File: config.mk
export PLATFORM = sky130hd
export DESIGN_NAME = line_fill_compressor_flat
export DESIGN_NICKNAME = d
export VERILOG_FILES = /design/src/rtl/line_fill_compressor_if.sv /design/src/rtl/line_fill_compressor.sv /design/src/flat_wrapper.sv
export SDC_FILE = /design/constraint.sdc
export NUM_CORES = 1
export LEC_CHECK = 0
export CAP_MARGIN = 0
export CORE_AREA = 10 10 292 294
export DETAILED_ROUTE_END_ITERATION = 10
export DIE_AREA = 0 0 302 304
export GPL_TIMING_DRIVEN = 0
export PLACE_DENSITY_LB_ADDON = 0.08
export SYNTH_ARGS = -nofsm -noshare
export SYNTH_HDL_FRONTEND = slang
export SYNTH_SLANG_ARGS = --single-unit
File: constraint.sdc
create_clock -name clock -period 4 [get_ports clock]
set_input_delay 0.8 -clock clock [delete_from_list [all_inputs] [get_ports clock]]
set_output_delay 0.8 -clock clock [all_outputs]
set_load 0.05 [all_outputs]
File: src/rtl/line_fill_compressor_if.sv
// line_fill_compressor_if
//   Bundles the three handshakes of the miss-fill stage:
//     miss_*      : cache miss request into the block (valid/ready)
//     mem_req_*   : line-read request out to memory (valid/ready)
//     mem_beat_*  : read-data beats back from memory (valid only, no backpressure)
//     fill_*      : completed {address, line, CF} record to the cache (valid/ready)
//   modport slave  : the fill stage itself
//   modport master : the environment around it (cache + memory)
interface line_fill_compressor_if #(
   parameter int ADDR_W = 32,
   parameter int BEAT_W = 64,
   parameter int LINE_W = 512
);
   logic              miss_valid;
   logic [ADDR_W-1:0] miss_addr;
   logic              miss_ready;

   logic              mem_req_valid;
   logic [ADDR_W-1:0] mem_req_addr;
   logic              mem_req_ready;

   logic              mem_beat_valid;
   logic [BEAT_W-1:0] mem_beat_data;

   logic              fill_valid;
   logic [ADDR_W-1:0] fill_addr;
   logic [LINE_W-1:0] fill_data;
   logic [1:0]        fill_cf;
   logic              fill_ready;

   modport slave (
      input  miss_valid, miss_addr, mem_req_ready, mem_beat_valid, mem_beat_data, fill_ready,
      output miss_ready, mem_req_valid, mem_req_addr, fill_valid, fill_addr, fill_data, fill_cf
   );

   modport master (
      output miss_valid, miss_addr, mem_req_ready, mem_beat_valid, mem_beat_data, fill_ready,
      input  miss_ready, mem_req_valid, mem_req_addr, fill_valid, fill_addr, fill_data, fill_cf
   );
endinterface

File: src/rtl/line_fill_compressor.sv
// line_fill_compressor
//   Miss-fill stage in front of the compressed cache fill path. Accepts one
//   line miss at a time, issues a line-aligned memory read, assembles the
//   returned beats into a line while tracking which upper portions are zero,
//   then hands {address, line, CF} to the cache and counts fills per CF.
// Ports:
//   clock, reset     : system clock, synchronous active-high reset
//   bus (slave)      : miss / mem_req / mem_beat / fill handshakes
//   cnt_cf0..cnt_cf2 : completed fills per CF (none, /2, /4), wrap on overflow
module line_fill_compressor #(
   parameter int ADDR_W = 32,
   parameter int BEAT_W = 64,
   parameter int LINE_W = 512,
   parameter int CNT_W  = 32
) (
   input  logic                   clock,
   input  logic                   reset,
   line_fill_compressor_if.slave  bus,
   output logic [CNT_W-1:0]       cnt_cf0,
   output logic [CNT_W-1:0]       cnt_cf1,
   output logic [CNT_W-1:0]       cnt_cf2
);

   localparam int NBEATS = LINE_W / BEAT_W;
   localparam int K_W    = $clog2(NBEATS);
   localparam int OFF_W  = $clog2(LINE_W / 8);
   localparam int HALF   = NBEATS / 2;
   localparam int QTR    = NBEATS / 4;

   typedef enum logic [1:0] {IDLE, REQ, FILL, OUT} state_t;

   state_t            state_q, state_n;
   logic [ADDR_W-1:0] addr_q;
   logic [LINE_W-1:0] line_q;
   logic [K_W-1:0]    k_q;
   logic              z2_q, z4_q;
   logic              z2_n, z4_n;
   logic [1:0]        cf_q;
   logic              beat_nz;
   logic              last_beat;

   // /4 wins over /2: a line whose upper three quarters are zero also has a
   // zero upper half, and an all-zero line lands here too.
   function automatic logic [1:0] classify(input logic z2, input logic z4);
      if (z4)      return 2'b10;
      else if (z2) return 2'b01;
      else         return 2'b00;
   endfunction

   // Flags are updated from the beat being written this cycle so that the
   // final CF can be captured on the same edge as the last beat.
   always_comb begin
      beat_nz   = |bus.mem_beat_data;
      z2_n      = z2_q & ~(beat_nz && (k_q >= K_W'(HALF)));
      z4_n      = z4_q & ~(beat_nz && (k_q >= K_W'(QTR)));
      last_beat = (k_q == K_W'(NBEATS - 1));
   end

   // State register
   always_ff @(posedge clock) begin
      if (reset) state_q <= IDLE;
      else       state_q <= state_n;
   end

   // Next-state logic
   always_comb begin
      state_n = state_q;
      case (state_q)
         IDLE:    if (bus.miss_valid)                  state_n = REQ;
         REQ:     if (bus.mem_req_ready)               state_n = FILL;
         FILL:    if (bus.mem_beat_valid && last_beat) state_n = OUT;
         OUT:     if (bus.fill_ready)                  state_n = IDLE;
         default:                                      state_n = IDLE;
      endcase
   end

   // Outputs
   always_comb begin
      bus.miss_ready    = (state_q == IDLE);
      bus.mem_req_valid = (state_q == REQ);
      bus.fill_valid    = (state_q == OUT);
      bus.mem_req_addr  = {addr_q[ADDR_W-1:OFF_W], {OFF_W{1'b0}}};
      bus.fill_addr     = addr_q;
      bus.fill_data     = line_q;
      bus.fill_cf       = cf_q;
   end

   // Datapath and statistics; beats outside FILL never touch line or flags.
   always_ff @(posedge clock) begin
      if (reset) begin
         addr_q  <= '0;
         line_q  <= '0;
         k_q     <= '0;
         z2_q    <= 1'b1;
         z4_q    <= 1'b1;
         cf_q    <= 2'b00;
         cnt_cf0 <= '0;
         cnt_cf1 <= '0;
         cnt_cf2 <= '0;
      end else begin
         case (state_q)
            IDLE: begin
               if (bus.miss_valid) begin
                  addr_q <= bus.miss_addr;
                  line_q <= '0;
                  k_q    <= '0;
                  z2_q   <= 1'b1;
                  z4_q   <= 1'b1;
               end
            end
            FILL: begin
               if (bus.mem_beat_valid) begin
                  for (int i = 0; i < NBEATS; i++) begin
                     if (k_q == K_W'(i)) line_q[i*BEAT_W +: BEAT_W] <= bus.mem_beat_data;
                  end
                  k_q  <= k_q + K_W'(1);
                  z2_q <= z2_n;
                  z4_q <= z4_n;
                  if (last_beat) cf_q <= classify(z2_n, z4_n);
               end
            end
            OUT: begin
               if (bus.fill_ready) begin
                  case (cf_q)
                     2'b00:   cnt_cf0 <= cnt_cf0 + CNT_W'(1);
                     2'b01:   cnt_cf1 <= cnt_cf1 + CNT_W'(1);
                     2'b10:   cnt_cf2 <= cnt_cf2 + CNT_W'(1);
                     default: ;
                  endcase
               end
            end
            default: ;
         endcase
      end
   end

endmodule

File: src/flat_wrapper.sv
// flat-port wrapper written by rule: the top's interface ports become plain ports
module line_fill_compressor_flat 
#(
   parameter int ADDR_W = 32,
   parameter int BEAT_W = 64,
   parameter int LINE_W = 512,
   parameter int CNT_W  = 32
)
  (clock, reset, cnt_cf0, cnt_cf1, cnt_cf2, bus_miss_valid, bus_miss_addr, bus_mem_req_ready, bus_mem_beat_valid, bus_mem_beat_data, bus_fill_ready, bus_miss_ready, bus_mem_req_valid, bus_mem_req_addr, bus_fill_valid, bus_fill_addr, bus_fill_data, bus_fill_cf);
  line_fill_compressor_if #(.ADDR_W(ADDR_W), .BEAT_W(BEAT_W), .LINE_W(LINE_W)) bus_i ();
  input  logic clock;
  input  logic reset;
  output logic [CNT_W-1:0] cnt_cf0;
  output logic [CNT_W-1:0] cnt_cf1;
  output logic [CNT_W-1:0] cnt_cf2;
  input wire logic [$bits(bus_i.miss_valid)-1:0] bus_miss_valid;
  input wire logic [$bits(bus_i.miss_addr)-1:0] bus_miss_addr;
  input wire logic [$bits(bus_i.mem_req_ready)-1:0] bus_mem_req_ready;
  input wire logic [$bits(bus_i.mem_beat_valid)-1:0] bus_mem_beat_valid;
  input wire logic [$bits(bus_i.mem_beat_data)-1:0] bus_mem_beat_data;
  input wire logic [$bits(bus_i.fill_ready)-1:0] bus_fill_ready;
  output wire logic [$bits(bus_i.miss_ready)-1:0] bus_miss_ready;
  output wire logic [$bits(bus_i.mem_req_valid)-1:0] bus_mem_req_valid;
  output wire logic [$bits(bus_i.mem_req_addr)-1:0] bus_mem_req_addr;
  output wire logic [$bits(bus_i.fill_valid)-1:0] bus_fill_valid;
  output wire logic [$bits(bus_i.fill_addr)-1:0] bus_fill_addr;
  output wire logic [$bits(bus_i.fill_data)-1:0] bus_fill_data;
  output wire logic [$bits(bus_i.fill_cf)-1:0] bus_fill_cf;
  assign bus_i.miss_valid = bus_miss_valid;
  assign bus_i.miss_addr = bus_miss_addr;
  assign bus_i.mem_req_ready = bus_mem_req_ready;
  assign bus_i.mem_beat_valid = bus_mem_beat_valid;
  assign bus_i.mem_beat_data = bus_mem_beat_data;
  assign bus_i.fill_ready = bus_fill_ready;
  assign bus_miss_ready = bus_i.miss_ready;
  assign bus_mem_req_valid = bus_i.mem_req_valid;
  assign bus_mem_req_addr = bus_i.mem_req_addr;
  assign bus_fill_valid = bus_i.fill_valid;
  assign bus_fill_addr = bus_i.fill_addr;
  assign bus_fill_data = bus_i.fill_data;
  assign bus_fill_cf = bus_i.fill_cf;
  line_fill_compressor #(.ADDR_W(ADDR_W), .BEAT_W(BEAT_W), .LINE_W(LINE_W), .CNT_W(CNT_W)) u_core (.clock(clock), .reset(reset), .bus(bus_i), .cnt_cf0(cnt_cf0), .cnt_cf1(cnt_cf1), .cnt_cf2(cnt_cf2));
endmodule
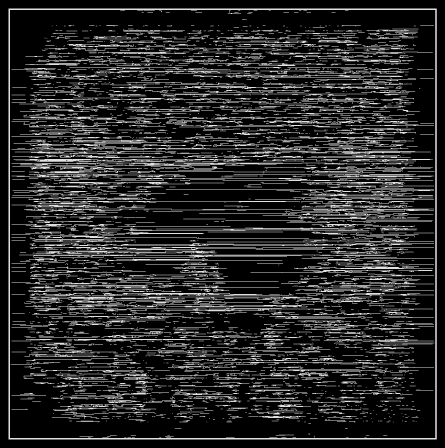
run_1/m1.png
- main direction: horizontal
- wire length on this layer: 48.1 mm
- longest straight run: 134 um
- share of all routed wire: 39%
- nets with wire on the layer: 3730
Total Routed Length: 123000 um
met1 GRT Util: 29.1%
total via count in the routed design: 24200

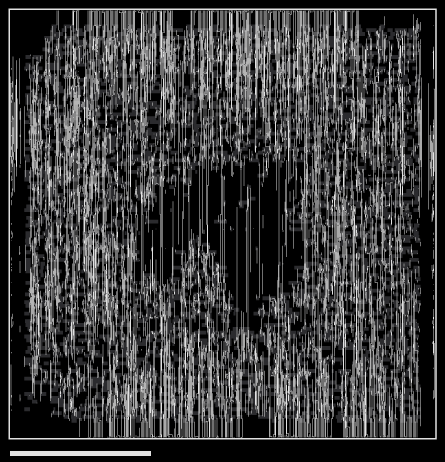
run_1/m2.png
The bar under the picture is 100 um long. Cells faint in the background.
- longest straight run: 127 um
- wire length on this layer: 58.7 mm
met2 track demand over resource in global routing: 43.0%

==> run notes, run 1 <==
Flow results are below.

- The flow ran to the end, and the final reports show no timing, DRC or antenna violations.
- The worst min-delay path endpoint is u_core.bus.fill_data[374], for reference.
- The number of iterations in the first detailed-routing pass is 5, for reference.
- The cell count along the critical path is 8, for reference.
- The fraction of registers with async set or reset after synthesis is 0%, for reference.
- The die is between 300 and 400 um wide.
- Averaged over all synthesized cells, the footprint is around 8.0 um2.
- STA classifies the critical path startpoint as a flip-flop.
- Overall power consumption after layout is estimated at 25.9 mW.
- The final critical-path required period is around 3800 ps, for reference.
- The total of clock buffers placed in the layout is 112, for reference.
- Counting the inverters off the clock network in the layout gives 26.
- The reg-to-reg endpoint is u_core.bus.fill_data[367], for reference.
- The path class of the tightest hold or removal check is flip-flop to flip-flop.
- On the worst setup and hold paths after CTS, the clock-pin slew comes to roughly 60 ps.
- In this run the vertical extent of the chip is between 300 and 400 um.
- The delay of the slowest cell on the worst path is between 1000 and 1500 ps, for reference.
- The number of antenna-violating nets in the routed design is 0, for reference.
- The placeable core region is between 70000 and 80000 um2, for reference.
- The estimated wirelength of the detail-placed design is around 95000 um, for reference.
- Per the post-run analysis, buffers plus inverters along the critical path come to 4.
- The final report lists a non-filler cell total of about 5100.
- The fraction of cell area in non-clock buffers is about a quarter, for reference.
- The global route total overflow is 0, for reference.
- Sequential cells make up a little over a third of the cell area.
- The count of buffers inserted at the top-level ports is between 700 and 800, for reference.
- The flow reported a cell area power density of 716 nW/um2.
- The weighted congestion reported at the end of routability-driven placement is approximately 0.86, for reference.
- The site row count is roughly 100, for reference.
- 6 antenna diodes ended up in the layout.
- For reference, the critical path is launched at u_core.state_q[0].
- The first global-routing pass estimated ~170000 um of wire.
- The share of final layout cell area taken by clock buffers and inverters is just under 7%, for reference.
- Entering global routing, the biggest net connects 13 pins.
- Of the total power, the share spent switching nets is 47.1%.
- The area share of fa/ha/maj cells after synthesis is less than 1%, for reference.
- Per the synth stats, the flop cell with the highest instance count is sky130_fd_sc_hd__dfxtp_1.
- The combinational group power is 11.5 mW, for reference.
- The worst setup path is captured at a flip-flop.
- The max-slew check reports its worst relative slack as just under 9%.
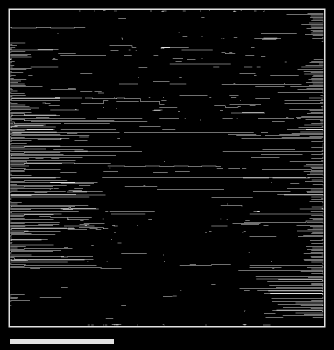
run_1/m3.png
The bar under the picture is 100 um long.
- nets with wire on the layer: 509
- longest straight run: 196 um
met3 routing resource usage after global routing: 9.52%

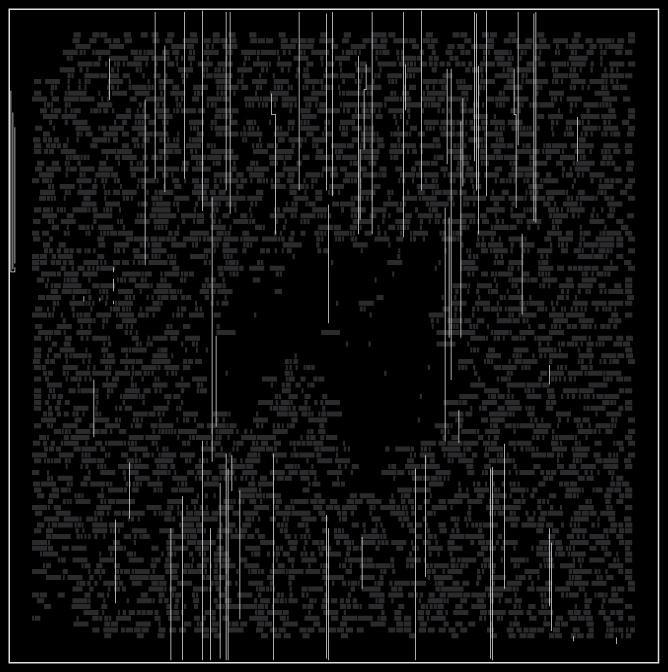
run_1/m4.png
Cells faint in the background.
- nets with wire on the layer: 57
- wire length on this layer: 4500 um
- share of all routed wire: 3.7%
- longest straight run: 145 um

run_1/congestion_map.png
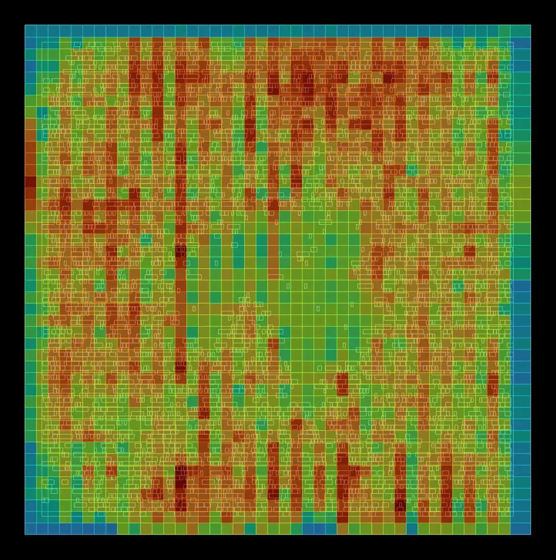

==> run 2: changes to the inputs <==
Settings changed: CAP_MARGIN 0 to default, SLEW_MARGIN from default to 5.
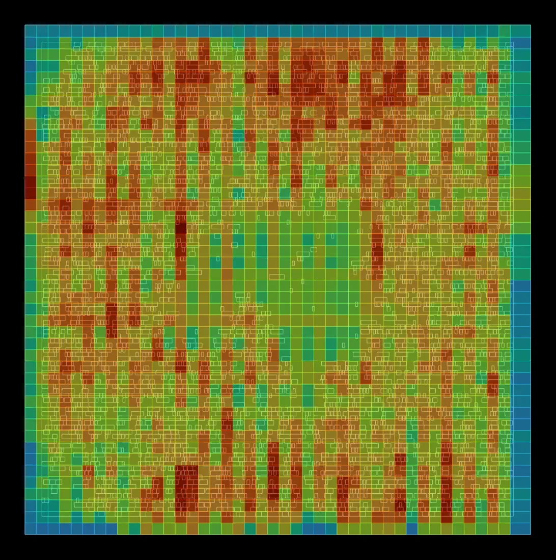
run_2/congestion_map.png
Final Util: 45.4%
met2 track demand over resource in global routing: 43.1%
total routing usage reported by global routing: 25.5%
routed length per instance: 24.4 um

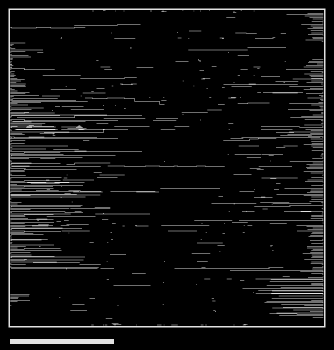
run_2/m3.png
The bar under the picture is 100 um long.
- wire length on this layer: 11500 um
- share of all routed wire: 9.3%
- main direction: horizontal
- nets with wire on the layer: 531
- longest straight run: 126 um
met3 routing resource usage after global routing: 8.86%
total via count in the routed design: 24200
Total Routed Length: 123000 um

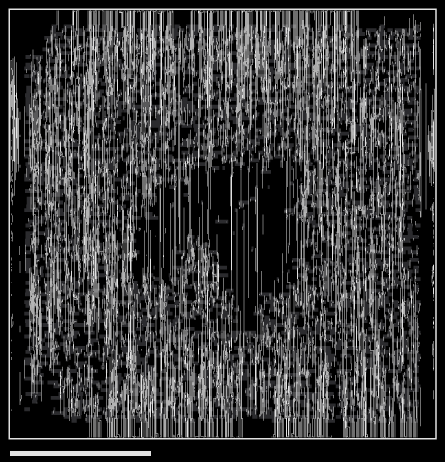
run_2/m2.png
The bar under the picture is 100 um long. Cells faint in the background.

==> run notes, run 2 <==
Flow results are below.

- The flow ran to the end, and the final reports show no timing, DRC or antenna violations.
- For this run the detailed placement stage logged an HPWL of about 95000 um.
- After its last routability iteration, the placer logged a weighted congestion of 0.862.
- The cell count along the critical path is 8, for reference.
- The switching share of power is approximately 47%, for reference.
- After layout the clock buffers and inverters come to ~6.7% of cell area.
- Per report_power, the Combinational row totals about 12 mW.
- The final critical-path required period is 3750 ps, for reference.
- The number of antenna diodes in the final layout is 5.
- In the log, the iteration count for the first detailed-route pass is 5.
- In the final layout, non-clock buffers account for around 26% of the cell area.
- The die width is just over 300 um, for reference.
- The cell family contributing the most delay on the critical path is buffers and inverters, for reference.
- The worst setup path is captured at a flip-flop.
- The headroom to the max-slew limit is between 6 and 7%, for reference.
- Port buffering added 772 buffers.
- The area share of fa/ha/maj cells after synthesis is less than 1%, for reference.
- Tracing the worst setup path back leads to its startpoint at u_core.state_q[0].
- The total power after layout is between 20 and 30 mW, for reference.
- The count of cells in the finished layout, fillers not included, comes to 5051.
- The number of filler cells placed in the layout is around 8100, for reference.
- The delay of the slowest cell on the worst path is 1190 ps, for reference.
- The floorplan step set the die height to 304 um.
- Entering global routing, the biggest net connects 13 pins.
- After layout, the clock buffer instance count stands at approximately 120.
- The total area inside the core boundary comes to between 70000 and 80000 um2.
- In the synthesized netlist the async set-or-reset flop fraction comes to 0%.
- The reg-to-reg endpoint is u_core.bus.fill_data[367], for reference.
- TritonCTS built the clock tree.
- The layout contains a multi-input combinational cell count of about 2100.
- The element type at the critical path start is a flip-flop, for reference.
- The non-clock inverter count in the final layout is 26, for reference.
- The script computed a power per unit cell area of roughly 700 nW/um2.
- After global routing the overflow that remains totals 0.
- After clock tree synthesis, the clock-pin slew on the worst setup and hold paths is about 60 ps.
- The number of antenna-violating nets in the routed design is 0, for reference.
No activity file was given, so power comes from the tool's default toggle rates.
